==> src/rtl/ctrl_pkg.sv <==
// Shared encodings for the hardwired control sequencer: opcodes, function selects,
// FSM states and the decoded-instruction record.
package ctrl_pkg;
   localparam logic [6:0] OP_SRM = 7'b0001101;
   localparam logic [6:0] OP_SLM = 7'b0001110;
   localparam logic [6:0] OP_LD  = 7'b0010000;
   localparam logic [6:0] OP_ST  = 7'b0100000;
   localparam logic [6:0] OP_BRZ = 7'b1100000;
   localparam logic [6:0] OP_BRN = 7'b1100001;
   localparam logic [6:0] OP_JMP = 7'b1110000;
   localparam logic [6:0] OP_HLT = 7'b1111111;

   localparam logic [3:0] FS_MOVA = 4'b0000;
   localparam logic [3:0] FS_SRM  = 4'b1101;
   localparam logic [3:0] FS_SLM  = 4'b1110;
   localparam logic [3:0] TEMP_R8 = 4'd8;

   typedef enum logic [2:0] {
      S_FETCH, S_DECODE, S_EXEC, S_SH_LOAD, S_SH_LOOP, S_SH_STORE, S_HALT
   } state_t;

   typedef enum logic [3:0] {
      CL_NOP, CL_ALU, CL_SRM, CL_SLM, CL_LD, CL_ST, CL_BRZ, CL_BRN, CL_JMP, CL_HLT
   } iclass_t;

   typedef struct packed {
      iclass_t    cls;
      logic [2:0] dr;
      logic [2:0] sa;
      logic [2:0] sb;
      logic [3:0] fs;
      logic [5:0] off;
   } dec_t;

   // Widen a 3-bit architectural register select into the 4-bit extended space.
   function automatic logic [3:0] ext(input logic [2:0] r);
      return {1'b0, r};
   endfunction
endpackage

==> src/rtl/ctrl_decode.sv <==
// Combinational instruction decode: classifies the IR opcode and extracts the
// register fields and the 6-bit branch offset.
module ctrl_decode
   import ctrl_pkg::*;
(
   input  logic [15:0] ir,
   output dec_t        dec
);
   logic [6:0] op;
   assign op = ir[15:9];

   always_comb begin
      dec.dr  = ir[8:6];
      dec.sa  = ir[5:3];
      dec.sb  = ir[2:0];
      dec.fs  = op[3:0];
      dec.off = {ir[8:6], ir[2:0]};
      dec.cls = CL_NOP;
      case (op)
         OP_SRM:  dec.cls = CL_SRM;
         OP_SLM:  dec.cls = CL_SLM;
         OP_LD:   dec.cls = CL_LD;
         OP_ST:   dec.cls = CL_ST;
         OP_BRZ:  dec.cls = CL_BRZ;
         OP_BRN:  dec.cls = CL_BRN;
         OP_JMP:  dec.cls = CL_JMP;
         OP_HLT:  dec.cls = CL_HLT;
         default: if (op[6:4] == 3'b000) dec.cls = CL_ALU;
      endcase
   end
endmodule

==> src/rtl/control_sequencer.sv <==
// Multi-cycle hardwired control unit: owns PC/IR, sequences shifts through temp R8,
// and drives the datapath control word combinationally from (state, IR, cnt).
module control_sequencer
   import ctrl_pkg::*;
#(
   parameter int nbit = 16,
   parameter int IW   = 16
) (
   input  logic            clk_main,
   input  logic            reset,
   input  logic [IW-1:0]   instr_in,
   input  logic            instr_valid,
   output logic            fetch_req,
   output logic [nbit-1:0] pc_out,
   input  logic [nbit-1:0] BusA,
   input  logic            V,
   input  logic            C,
   input  logic            N,
   input  logic            Z,
   output logic [2:0]      DR,
   output logic [2:0]      SA,
   output logic [2:0]      SB,
   output logic [3:0]      AX,
   output logic [3:0]      BX,
   output logic [3:0]      DX,
   output logic [3:0]      FS,
   output logic            MB,
   output logic            MM,
   output logic            MD,
   output logic            MW,
   output logic            RW,
   output logic            halted
);
   state_t          state, nxt;
   logic [IW-1:0]   ir;
   logic [nbit-1:0] pc;
   logic [2:0]      cnt;
   logic [3:0]      flg;    // {V,C,N,Z} latched at ALU EXEC / SH_STORE
   dec_t            dec;

   ctrl_decode u_dec (.ir(ir), .dec(dec));

   always_ff @(posedge clk_main or negedge reset)
      if (!reset) state <= S_FETCH;
      else        state <= nxt;

   always_comb begin
      nxt = state;
      fetch_req = 1'b0;
      AX = 4'd0; BX = 4'd0; DX = 4'd0; FS = FS_MOVA;
      MB = 1'b0; MM = 1'b0; MD = 1'b0; MW = 1'b0; RW = 1'b0;
      case (state)
         S_FETCH: begin
            fetch_req = reset;
            if (instr_valid) nxt = S_DECODE;
         end
         S_DECODE: begin
            case (dec.cls)
               CL_SRM, CL_SLM: nxt = S_SH_LOAD;
               CL_HLT:         nxt = S_HALT;
               default:        nxt = S_EXEC;
            endcase
         end
         S_EXEC: begin
            nxt = S_FETCH;
            case (dec.cls)
               CL_ALU: begin
                  FS = dec.fs; DX = ext(dec.dr); AX = ext(dec.sa); BX = ext(dec.sb); RW = 1'b1;
               end
               CL_LD: begin
                  MD = 1'b1; AX = ext(dec.sa); DX = ext(dec.dr); RW = 1'b1;
               end
               CL_ST: begin
                  MW = 1'b1; AX = ext(dec.sa); BX = ext(dec.sb);
               end
               CL_JMP:  AX = ext(dec.sa);
               default: ;
            endcase
         end
         S_SH_LOAD: begin
            AX = ext(dec.sa); DX = TEMP_R8; RW = 1'b1;
            nxt = S_SH_LOOP;
         end
         S_SH_LOOP: begin
            // One idle pass with cnt==0 before the store keeps the k=0 case uniform.
            if (cnt != 3'd0) begin
               BX = TEMP_R8; DX = TEMP_R8; RW = 1'b1;
               FS = (dec.cls == CL_SRM) ? FS_SRM : FS_SLM;
            end else begin
               nxt = S_SH_STORE;
            end
         end
         S_SH_STORE: begin
            AX = TEMP_R8; DX = ext(dec.dr); RW = 1'b1;
            nxt = S_FETCH;
         end
         default: ;
      endcase
   end

   always_ff @(posedge clk_main or negedge reset)
      if (!reset) begin
         pc  <= '0;
         ir  <= '0;
         cnt <= 3'd0;
         flg <= 4'd0;
      end else begin
         case (state)
            S_FETCH: if (instr_valid) begin
               ir <= instr_in;
               pc <= pc + 1'b1;
            end
            S_EXEC: begin
               case (dec.cls)
                  CL_ALU: flg <= {V, C, N, Z};
                  CL_BRZ: if (flg[0]) pc <= pc + {{(nbit-6){dec.off[5]}}, dec.off};
                  CL_BRN: if (flg[1]) pc <= pc + {{(nbit-6){dec.off[5]}}, dec.off};
                  CL_JMP: pc <= BusA;
                  default: ;
               endcase
            end
            S_SH_LOAD:  cnt <= dec.sb;
            S_SH_LOOP:  if (cnt != 3'd0) cnt <= cnt - 3'd1;
            S_SH_STORE: flg <= {V, C, N, Z};
            default: ;
         endcase
      end

   assign DR     = DX[2:0];
   assign SA     = AX[2:0];
   assign SB     = BX[2:0];
   assign pc_out = pc;
   assign halted = (state == S_HALT);
endmodule
==> config.mk <==
export PLATFORM = sky130hd
export DESIGN_NAME = control_sequencer
export DESIGN_NICKNAME = d
export VERILOG_FILES = /design/src/rtl/ctrl_pkg.sv /design/src/rtl/ctrl_decode.sv /design/src/rtl/control_sequencer.sv
export SDC_FILE = /design/constraint.sdc
export NUM_CORES = 1
export LEC_CHECK = 0
export CORE_ASPECT_RATIO = 0.6
export CORE_MARGIN = 2
export CORE_UTILIZATION = 25
export DETAILED_ROUTE_END_ITERATION = 12
export SYNTH_ARGS = -nofsm -noshare
export SYNTH_HDL_FRONTEND = slang
export SYNTH_SLANG_ARGS = --single-unit
==> constraint.sdc <==
create_clock -name clk_main -period 2.6 [get_ports clk_main]
set_input_delay 0.52 -clock clk_main [delete_from_list [all_inputs] [get_ports clk_main]]
set_output_delay 0.52 -clock clk_main [all_outputs]
set_load 0.05 [all_outputs]
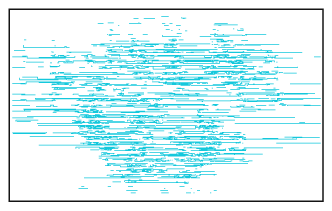
Figure 1: run 1, met1 routing.
Scale: 2 px per um.
The layer carries 6620 um of wire. The wires run mostly horizontal.

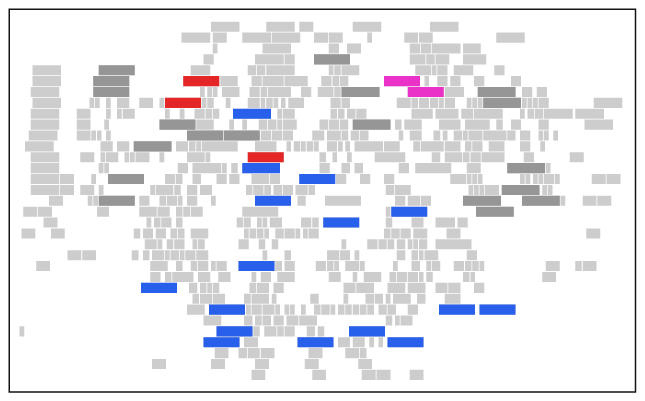
Figure 2: run 1, where the registers sit.
Scale: 4 px per um. Other sequential cells in the stronger grey, the rest of the logic in the fainter grey.
`cnt`: shown in red, placed flops 3. `pc_out`: shown in blue, placed flops 16. `flg`: shown in magenta, placed flops 2.
Another 19 sequential cells are not coloured.

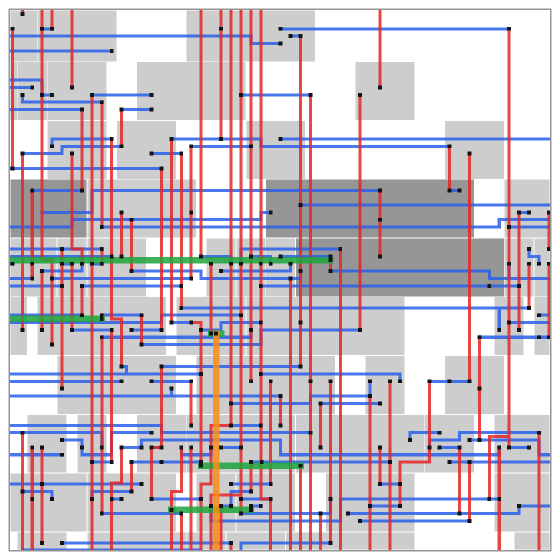
Figure 3: run 1, close-up of the layout.
Region (105, 59) to (130, 84) um. Cells in grey, sequential cells in the stronger grey; small squares are vias.
M1: shown in blue. M2: shown in red. M3: shown in green. M4: shown in orange.
45 logic cells have their middle in the window. Most frequent: buf_4 (11), nor2_1 (5), nand2_1 (5). Netlist names of flops here include `ir` (2). Sequential cells in the window: 2.

==> writeup.txt, run 1 <==
The launch point of the critical path was ir[9]$_DFFE_PN0P_. The number of buffers and inverters on the critical path is 1, and the count of input and output buffers is 82. The total met3 wirelength after detailed routing was 873 um.

The share of cells above drive strength 1 came out at 0.2634. Met1 wire length: 6.622 mm. With the number of cells in Yosys stat at 450, the detailed-router iteration count before antenna repair is 5.

VDD sags by at most 0.0004441 V. The DRC marker count from the first detailed-route iteration is 284. The mean post-synth cell area was 7.719 sq um.

The tools report the worst setup path endpoint as FS[1]. The number of storage elements in the synthesis netlist is 40. Tap insertion was completed with 175 tapcells.

The number of failing setup endpoints in the final timing report is 0, and the share of cell area taken by flip-flops and latches is 0.1890. The switching share of power was 0.5055. The count of nets left with antenna violations once routing finished came out at 0.

The final timing report lists a hold violation count of 0. The number of enable flip-flop cells is 0. In the final layout, excluding clock inverters the inverter count is 16. The run finished with clean final reports. Number of buffers added for setup after CTS: 10. The endpoint of the most critical register-to-register path was pc_out[14]$_DFFE_PN0P_. DRC violation count after routing: 0. The total I/O pin count came out at 87.
Figure 4. Congestion heat map (run 1).
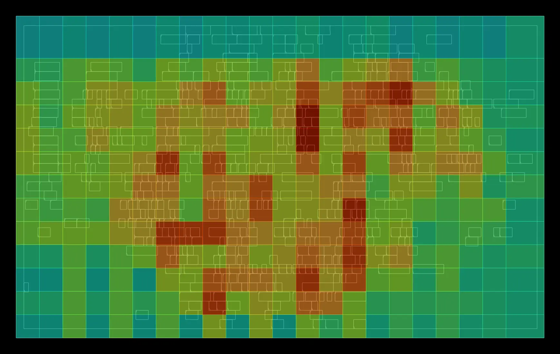

==> run 2: changes to the inputs <==
CORE_MARGIN = not set   (was 2)
CTS_CLUSTER_DIAMETER = 40   (was not set)
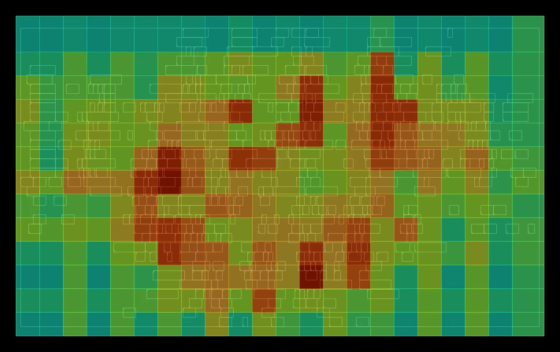
Figure 5: run 2, congestion heat map.
peak-usage layer in the global routing report: met1
M1 GR Usage: 0.2769
post-detailed-route wirelength per cell: 17.40 um
met2 capacity usage during global routing: 0.2580

==> writeup.txt, run 2 <==
The flow ran to the end, but the final reports show violations. The final reports fail on negative setup slack. Well tap count: 170. The count of inverters not on the clock network in the layout was 16; the share of cells above drive strength 1 was 0.2607. The worst path setup slack after routing came out at -0.004948 ns. Residual antenna-violating net count after detailed routing: 0. The run gives 6 for the number of failing setup endpoints in the final timing report. The detailed router put a total of 6.384 mm of wire on met1. For this design, Yosys synthesis ends with a cell count of 450. In this run the mean area of a mapped cell was 7.719 sq um. The worst setup path is of the reg -> out kind. The switching share of power is 0.5027, and the number of global-route vias before repair is 3713. The tools report the launch point of the critical path as ir[10]$_DFFE_PN0P_. Share of cell area taken by flip-flops and latches: 0.1897. The number of buffers added for setup after CTS was 8.

Worst setup path endpoint: SA[1]. Yosys reported a register bit count of 40. Per the power-grid run, VDD falls by no more than 0.0006561 V. Number of hold violations in the final report: 0.

The total met3 wirelength after detailed routing was 1.009 mm. In the log, the iteration count for the first detailed-route pass is 5. Pin placement for this block handled 87 I/O pins.

The run gives 0 as the DRC violation count after routing. The detailed router finished its first iteration with 349 violations. Number of buffers and inverters on the critical path: 2.
Figure 6. Met1 routing (run 2).
Scale: 2 px per um.
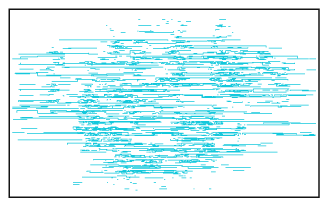

==> run 3: changes to the inputs <==
CORE_ASPECT_RATIO = 1.1   (was 0.6)
SKIP_LAST_GASP = 1   (was not set)
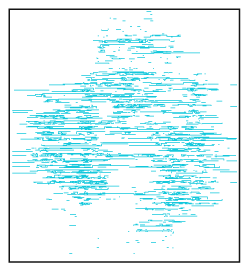
Figure 7: run 3, met1 routing.
Scale: 2 px per um.
The longest straight run is 36.3 um. The layer holds 42% of the routed length. The wires run mostly horizontal. 539 nets have wire on it.

==> writeup.txt, run 3 <==
With the multi-input gate share of the layout cell area at 0.4508, the worst supply voltage drop on vdd is 0.0003611 V. After detailed routing, the met3 layer carries 578 um of wire. Per the finish-stage timing summary, setup violations number 6. The number of global-route vias before repair came out at 3626.

The logs give 0.00525 W for the power dissipated in combinational cells and 0.1980 for the met1 usage. The residual antenna-violating net count after detailed routing was 0; the core outline area was 0.01338 sq mm. With the fraction of met2 tracks used by global routing at 0.2802, the non-clock buffer share of cell area is 0.2771. The DRC marker count from the first detailed-route iteration is 230. The run finished, with violations left.

The post-route report lists met1 wire length as 4.874 mm. The number of buffers added for setup after CTS was 9. The longest incremental delay of any stage on the critical path is reported as 0.43 ns. Critical setup path kind: reg -> out. The script logs the mean routed wire length per placed instance as 15.73 um. In this run the clock root is driven by a sky130_fd_sc_hd__clkbuf_16.

The run gives 0 for the number of hold violations in the final report. The share of cell area taken by flip-flops and latches is 0.1904. The post-synthesis mux area share works out to 0.02125. The worst setup path endpoint was DR[2].

The report lists the cells along the critical path as buf_4 > nor3_4 > o21a_1 > xor2_1 > a21o_4 > and2_4 > buf_12. The DRC violation count after routing is 0, and the met2 wire length is 5.941 mm. The first detailed-routing pass took 5 iterations.

From left edge to right edge, the die measures 114.4 um. The total I/O pin count is 87, and the portion of the clock cycle consumed by the worst path in the final layout is 1.006. The run gives 0 for the number of enable flip-flop cells.

Per STA, the worst path accumulates the most delay in the family simple AND/OR/NAND/NOR gates. The buffer_ports step reported a buffer count of 82. The share of cells above drive strength 1 was 0.2509. The chip footprint was 0.01437 sq mm. OpenSTA lists the critical path startpoint as ir[12]$_DFFE_PN0P_.

The layer carrying the most global-route usage is met2. In the final layout, excluding clock inverters the inverter count is 16. The switching share of power is 0.5028. The number of storage elements in the synthesis netlist is 40. The checks that failed: negative setup slack. The timing report notes that buffer and inverter cells on the critical path total 2. The library cell contributing the largest single delay on the critical path is sky130_fd_sc_hd__dfrtp_1. The endpoint of the most critical register-to-register path is pc_out[14]$_DFFE_PN0P_.

Grouping non-sequential cells by family puts the most area in simple AND/OR/NAND/NOR gates. Worst path setup slack after routing: -0.01664 ns. The flow inserted 184 tap cells. Summing all non-filler instances in the final layout gives an area of 0.005315 sq mm.
No activity file was given, so power comes from the tool's default toggle rates.
